==> src/rtl/grf_hazard_scoreboard_pkg.sv <==
// Shared encodings and timing constants for the GRF hazard scoreboard.
// Forwarding-source encoding, pipeline depth and MDU latencies.
package grf_hazard_scoreboard_pkg;

  localparam int NREG     = 32;
  localparam int PIPE_WB  = 3;
  localparam int MULT_CYC = 5;
  localparam int DIV_CYC  = 10;
  localparam int CW       = 4;

  typedef enum logic [1:0] {
    FWD_GRF = 2'd0,
    FWD_E   = 2'd1,
    FWD_M   = 2'd2,
    FWD_W   = 2'd3
  } fwd_t;

  // A producer with WbRem cycles left sits PIPE_WB-WbRem+1 stages past D.
  function automatic logic [1:0] fwd_encode(input logic vld, input logic [CW-1:0] wb_rem);
    logic [CW-1:0] stage;
    stage = CW'(PIPE_WB) - wb_rem + CW'(1);
    if (!vld || wb_rem == '0 || wb_rem > CW'(PIPE_WB)) begin
      return FWD_GRF;
    end
    return stage[1:0];
  endfunction

endpackage

==> src/rtl/grf_hazard_scoreboard_entry.sv <==
// One scoreboard entry: tracks the newest in-flight write to a single GRF register.
// Issue beats flush, flush beats decrement/retire.
module grf_sb_entry
  import grf_hazard_scoreboard_pkg::*;
(
  input  logic          Clk,
  input  logic          Rst,
  input  logic          issue,
  input  logic [1:0]    issue_tnew,
  input  logic          flush,
  output logic          vld,
  output logic [CW-1:0] tnew_rem,
  output logic [CW-1:0] wb_rem
);

  always_ff @(posedge Clk) begin
    if (Rst) begin
      vld      <= 1'b0;
      tnew_rem <= '0;
      wb_rem   <= '0;
    end else if (issue) begin
      vld      <= 1'b1;
      tnew_rem <= CW'(issue_tnew);
      wb_rem   <= CW'(PIPE_WB);
    end else if (flush && wb_rem >= CW'(2)) begin
      // Producer still in E or M is killed; a W-stage producer still writes.
      vld      <= 1'b0;
      tnew_rem <= '0;
      wb_rem   <= '0;
    end else if (vld) begin
      if (tnew_rem != '0) tnew_rem <= tnew_rem - CW'(1);
      if (wb_rem != '0)   wb_rem   <= wb_rem - CW'(1);
      if (wb_rem <= CW'(1)) vld <= 1'b0;
    end
  end

endmodule

==> src/rtl/grf_hazard_scoreboard.sv <==
// D-stage hazard scoreboard: stall decision, per-operand forwarding select, MDU busy window.
// One entry per GRF register 1..31; register 0 is hard-wired as never busy.
module grf_hazard_scoreboard
  import grf_hazard_scoreboard_pkg::*;
(
  input  logic       Clk,
  input  logic       Rst,
  input  logic       D_Valid,
  input  logic [4:0] D_Rs,
  input  logic [1:0] D_RsTuse,
  input  logic [4:0] D_Rt,
  input  logic [1:0] D_RtTuse,
  input  logic [4:0] D_Rd,
  input  logic [1:0] D_Tnew,
  input  logic       D_UseMD,
  input  logic       E_MDStart,
  input  logic       E_MDIsDiv,
  input  logic       Flush,
  output logic       Stall,
  output logic [1:0] FwdRs,
  output logic [1:0] FwdRt,
  output logic       MDBusy
);

  logic          vld      [NREG];
  logic [CW-1:0] tnew_rem [NREG];
  logic [CW-1:0] wb_rem   [NREG];
  logic [CW-1:0] md_cnt;
  logic          issue_ok;
  logic          rs_haz;
  logic          rt_haz;
  logic          md_haz;

  assign vld[0]      = 1'b0;
  assign tnew_rem[0] = '0;
  assign wb_rem[0]   = '0;

  // Handshake: D_Valid is the offer, !Stall is the accept; the instruction
  // leaves D on the edge where both hold and Flush is low.
  assign issue_ok = D_Valid && !Stall && !Flush && (D_Rd != 5'd0);

  for (genvar r = 1; r < NREG; r++) begin : g_ent
    grf_sb_entry u_ent (
      .Clk        (Clk),
      .Rst        (Rst),
      .issue      (issue_ok && (D_Rd == 5'(r))),
      .issue_tnew (D_Tnew),
      .flush      (Flush),
      .vld        (vld[r]),
      .tnew_rem   (tnew_rem[r]),
      .wb_rem     (wb_rem[r])
    );
  end

  always_comb begin
    rs_haz = (D_Rs != 5'd0) && vld[D_Rs] && (tnew_rem[D_Rs] > CW'(D_RsTuse));
    rt_haz = (D_Rt != 5'd0) && vld[D_Rt] && (tnew_rem[D_Rt] > CW'(D_RtTuse));
    md_haz = D_UseMD && ((md_cnt != '0) || E_MDStart);
    Stall  = D_Valid && (rs_haz || rt_haz || md_haz);
    FwdRs  = fwd_encode((D_Rs != 5'd0) && vld[D_Rs], wb_rem[D_Rs]);
    FwdRt  = fwd_encode((D_Rt != 5'd0) && vld[D_Rt], wb_rem[D_Rt]);
  end

  // Flush does not touch the MDU: an operation already started runs to completion.
  always_ff @(posedge Clk) begin
    if (Rst) begin
      md_cnt <= '0;
    end else if (E_MDStart) begin
      md_cnt <= E_MDIsDiv ? CW'(DIV_CYC) : CW'(MULT_CYC);
    end else if (md_cnt != '0) begin
      md_cnt <= md_cnt - CW'(1);
    end
  end

  assign MDBusy = (md_cnt != '0);

endmodule

==> config.mk <==
export PLATFORM = sky130hd
export DESIGN_NAME = grf_hazard_scoreboard
export DESIGN_NICKNAME = d
export VERILOG_FILES = /design/src/rtl/grf_hazard_scoreboard_pkg.sv /design/src/rtl/grf_hazard_scoreboard_entry.sv /design/src/rtl/grf_hazard_scoreboard.sv
export SDC_FILE = /design/constraint.sdc
export NUM_CORES = 1
export LEC_CHECK = 0
export CAP_MARGIN = 10
export CORE_MARGIN = 4
export CORE_UTILIZATION = 35
export DETAILED_ROUTE_END_ITERATION = 16
export GPL_ROUTABILITY_DRIVEN = 0
export SLEW_MARGIN = 30
export SYNTH_ARGS = -nofsm -noshare
export SYNTH_HDL_FRONTEND = slang
export SYNTH_SLANG_ARGS = --single-unit
==> constraint.sdc <==
create_clock -name Clk -period 10.05 [get_ports Clk]
set_input_delay 3.015 -clock Clk [delete_from_list [all_inputs] [get_ports Clk]]
set_output_delay 3.015 -clock Clk [all_outputs]
set_load 0.02 [all_outputs]
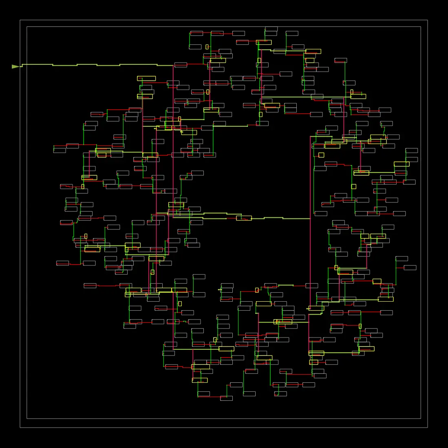
Fig. 1. Clock nets.
Skew-Pair Late Insertion Delay: 540 ps
CTS Buf Count: 36

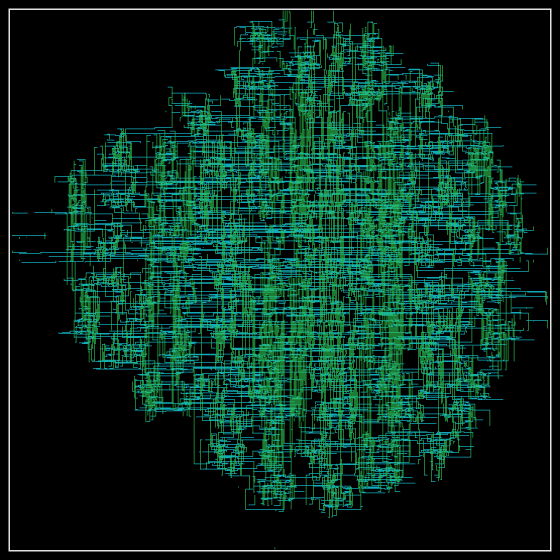
Fig. 2. Metal layers overlaid.
Two of the layers only.
- metal 1: cyan (wire length 26.0 mm)
- metal 2: green (wire length 26.3 mm)
routed wire length: 60100 um
gr usage total: 19.5%
DR vias: 17000
DR WL/cell: 19.9 um

==> results.toml <==
# generated from flow reports
[run_status]
status = "completed"

[setup_path]
worstPathRequired_ps = 7040
arrival_ps = 6770
r2r_slack_ps = 5760
worstSetupEndpointType = "output pin"
crit_path_max_fanout = 11
start_kind = "input port"

[final_timing]
maxSlewViolCount = 0
fmax_mhz = 102
slew-limit-headroom_pct = 38.5
rsz0062_at_grt = "no"
tns_ps = 0
final-setup-viol-count = 0

[pwr]
pwr-share-clk_pct = 49.1
p_leak_uw = 0.00898
power.internal_uw = 1990
swShare_pct = 24.9

[synthesis]
synthFlopType = "dfxtp_1"
synth_dominant_cell_count = "nand2_1"
common_cells = "nand2_1, dfxtp_1, ha_1"
ys_seq_share_pct = 28.6
synth_nets = 2403
syn_inst = 2212

[routing]
drt-vias-per-instance = 5.62
first_pass_iters = 6

[finish]
drive_gt1_share_pct = 11.2
final_area_um2 = 22200
area_delta_synth_final_pct = 12.0
layout.nets = 2427

[clock_network]
cts_tree = "yes"
cts_hold_buf = 0
cts_setup_buffers = 0
cts_sinks = 283
clk_pin_slew_ps = 60

[die]
core_area_um2 = 56300
rows = 87
io_pins = 34
die-area_um2 = 60600
fp-utilization_pct = 35.3

[placed_design]
dp_hpwl_um = 45100

[grt]
first_global_vias = 16100
grt_first_pass_wirelength_um = 92500
grt-ovfl-total = 0

[flow_run]
cap_violations = 0

[min_path]
hp-class = "register to register"
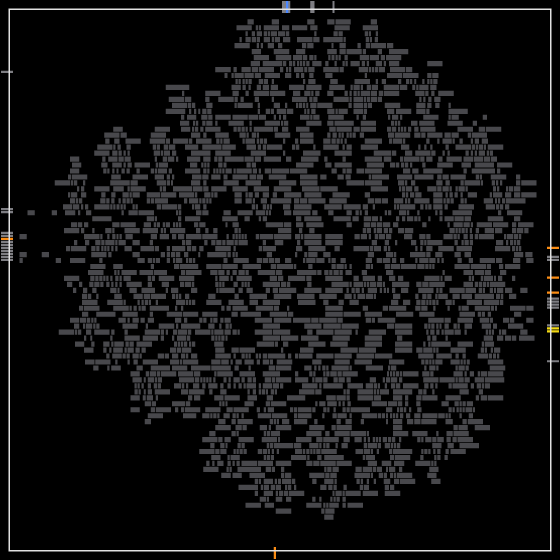
Fig. 3. I/O pins on the die edge.
Pins as bars across the die edge, other pins in grey.
- D_Rt: orange (pins 5; direction input; edge 3 east, 1 south, 1 west)
- E_MDStart: blue (pins 1; direction input; edge north)
- D_RsTuse: yellow (pins 2; direction input; edge east)
- all pins by edge: 13 west, 13 east, 7 north, 1 south
Die Height: 246 um
input/output buffers: 33
Die X: 246 um

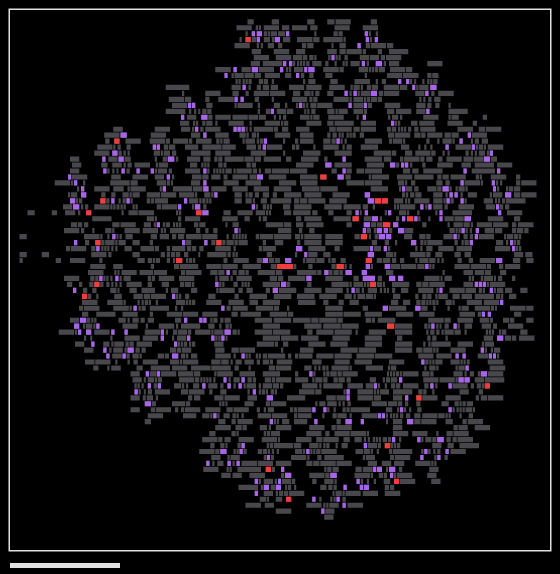
Fig. 4. Gate-type map.
Bar = 50 um.
- AND-OR and OR-AND gates: red (cells 28)
- inverting AOI/OAI gates: purple (cells 290; where widely spread)
logic share of the area: 59.8%
most numerous logic cell after layout: nand2_1
fin cells: 3022

==> cells by family (layout without fill, tap and decap cells) <==
family / Yosys count / after routing / synth area share (%)
AOI/OAI and AO/OA: 318 / 318 / 9.76
xor gates and xnor gates: 165 / 165 / 7.28
adders and majority gates: 163 / 163 / 10.3
buffers and inverters: 222 / 272 / 4.65
DFF: 283 / 283 / 28.6
muxes: 198 / 198 / 16.8
other: 0 / 4 / 0
and+or+nand+nor: 863 / 863 / 22.7
==> through the flow <==
| step | power (uW) | utilization (%) | worst slack (ps) | hold WS (ps) |
|---|---|---|---|---|
| global placement | 1360 | 37.3 | 335 | 534 |
| finish | 2650 | 39.5 | 268 | 570 |
| global route | 2730 | 39.5 | 63.7 | 585 |
| detailed placement | 1370 | 37.4 | 314 | 547 |
| CTS | 2680 | 39.4 | 294 | 556 |
| floorplan | 1300 | - | 334 | 503 |
==> state kept, by name, indices dropped and copies added (netlist names) <==
name,cells
md_cnt,4
g_ent.u_ent.tnew_rem,124
g_ent.u_ent.vld,31
g_ent.u_ent.wb_rem,124
==> final cells by class <==
cell class                 count  area [um^2]
clock buffer                  49         1020
clock inverter                15          160
timing repair buffer          72          618
sequential                   283         5670
multi-input combinational   1707        13300
tap                          756          946
inverter                     136          510
antenna                        4         10.0
fill                        5493        34100
==> power by group through the flow <==
stage | Clock [uW] | Sequential (uW) | Combinational (uW)
after floorplan | 0 | 1150 | 145
after global placement | 0 | 1160 | 207
after CTS | 1330 | 1130 | 212
final | 1300 | 1130 | 214
after global routing | 1370 | 1130 | 228
after detailed placement | 0 | 1160 | 211
==> worst max-delay path, cell delays in order <==
cell             delay, ps
buf_2                  260
buf_4                  240
mux4_2                 530
mux4_2                 480
mux2i_1                140
ha_1                   250
nand2_1                 50
o21ai_0                110
o311ai_0               130
nor3_1                 100
or3_2                  470
a21boi_0               200
buf_4                  170
clkdlybuf4s50_1        600
==> worst paths after layout <==
check,from,end,depth (start not counted)
worst max register to register,g_ent[14].u_ent.tnew_rem[1],g_ent[24].u_ent.tnew_rem[1],13
worst min register to register,g_ent[5].u_ent.vld,g_ent[5].u_ent.vld,2
worst min-delay path,g_ent[5].u_ent.vld,g_ent[5].u_ent.vld,2
worst max-delay path,D_Rs[1],Stall,14
==> routing by layer <==
metal  up-vias  routed length [um]  part of all wire, %  GRT usage, %
met3        99                6010                   10          5.45
met2       662               26300                   44          30.1
met4         4                1770                  2.9          6.16
met1      8254               26000                   43          26.4
li1       7959                   -                    -             -
met5         -                  27                0.045             0
==> cell usage in the layout, fill, tap and decap left out, types with 4 or more instances in the layout <==
cell and n:
buf_4 39, buf_2 5, clkbuf_8 5, and3_1 122, clkbuf_16 37, mux4_2 105
a21o_1 14, inv_1 133, a21oi_1 99, xnor2_1 115, a211oi_1 9, ha_1 163
o21ai_0 112, o211ai_1 8, a22o_1 5, mux2_2 6, clkdlybuf4s50_1 26, clkinv_2 9
mux2i_1 85, a22oi_1 4, clkbuf_1 7, nor2b_1 43, nand2b_1 9, diode_2 4
nand2_1 338, a21boi_0 8, nor4_1 48, nor3_1 57, nand3_1 105, dfxtp_1 283
nor3b_1 5, xor2_1 50, nor2_1 89, o41ai_1 31, nand3_4 26
Power is estimated from default activity; no workload was simulated.
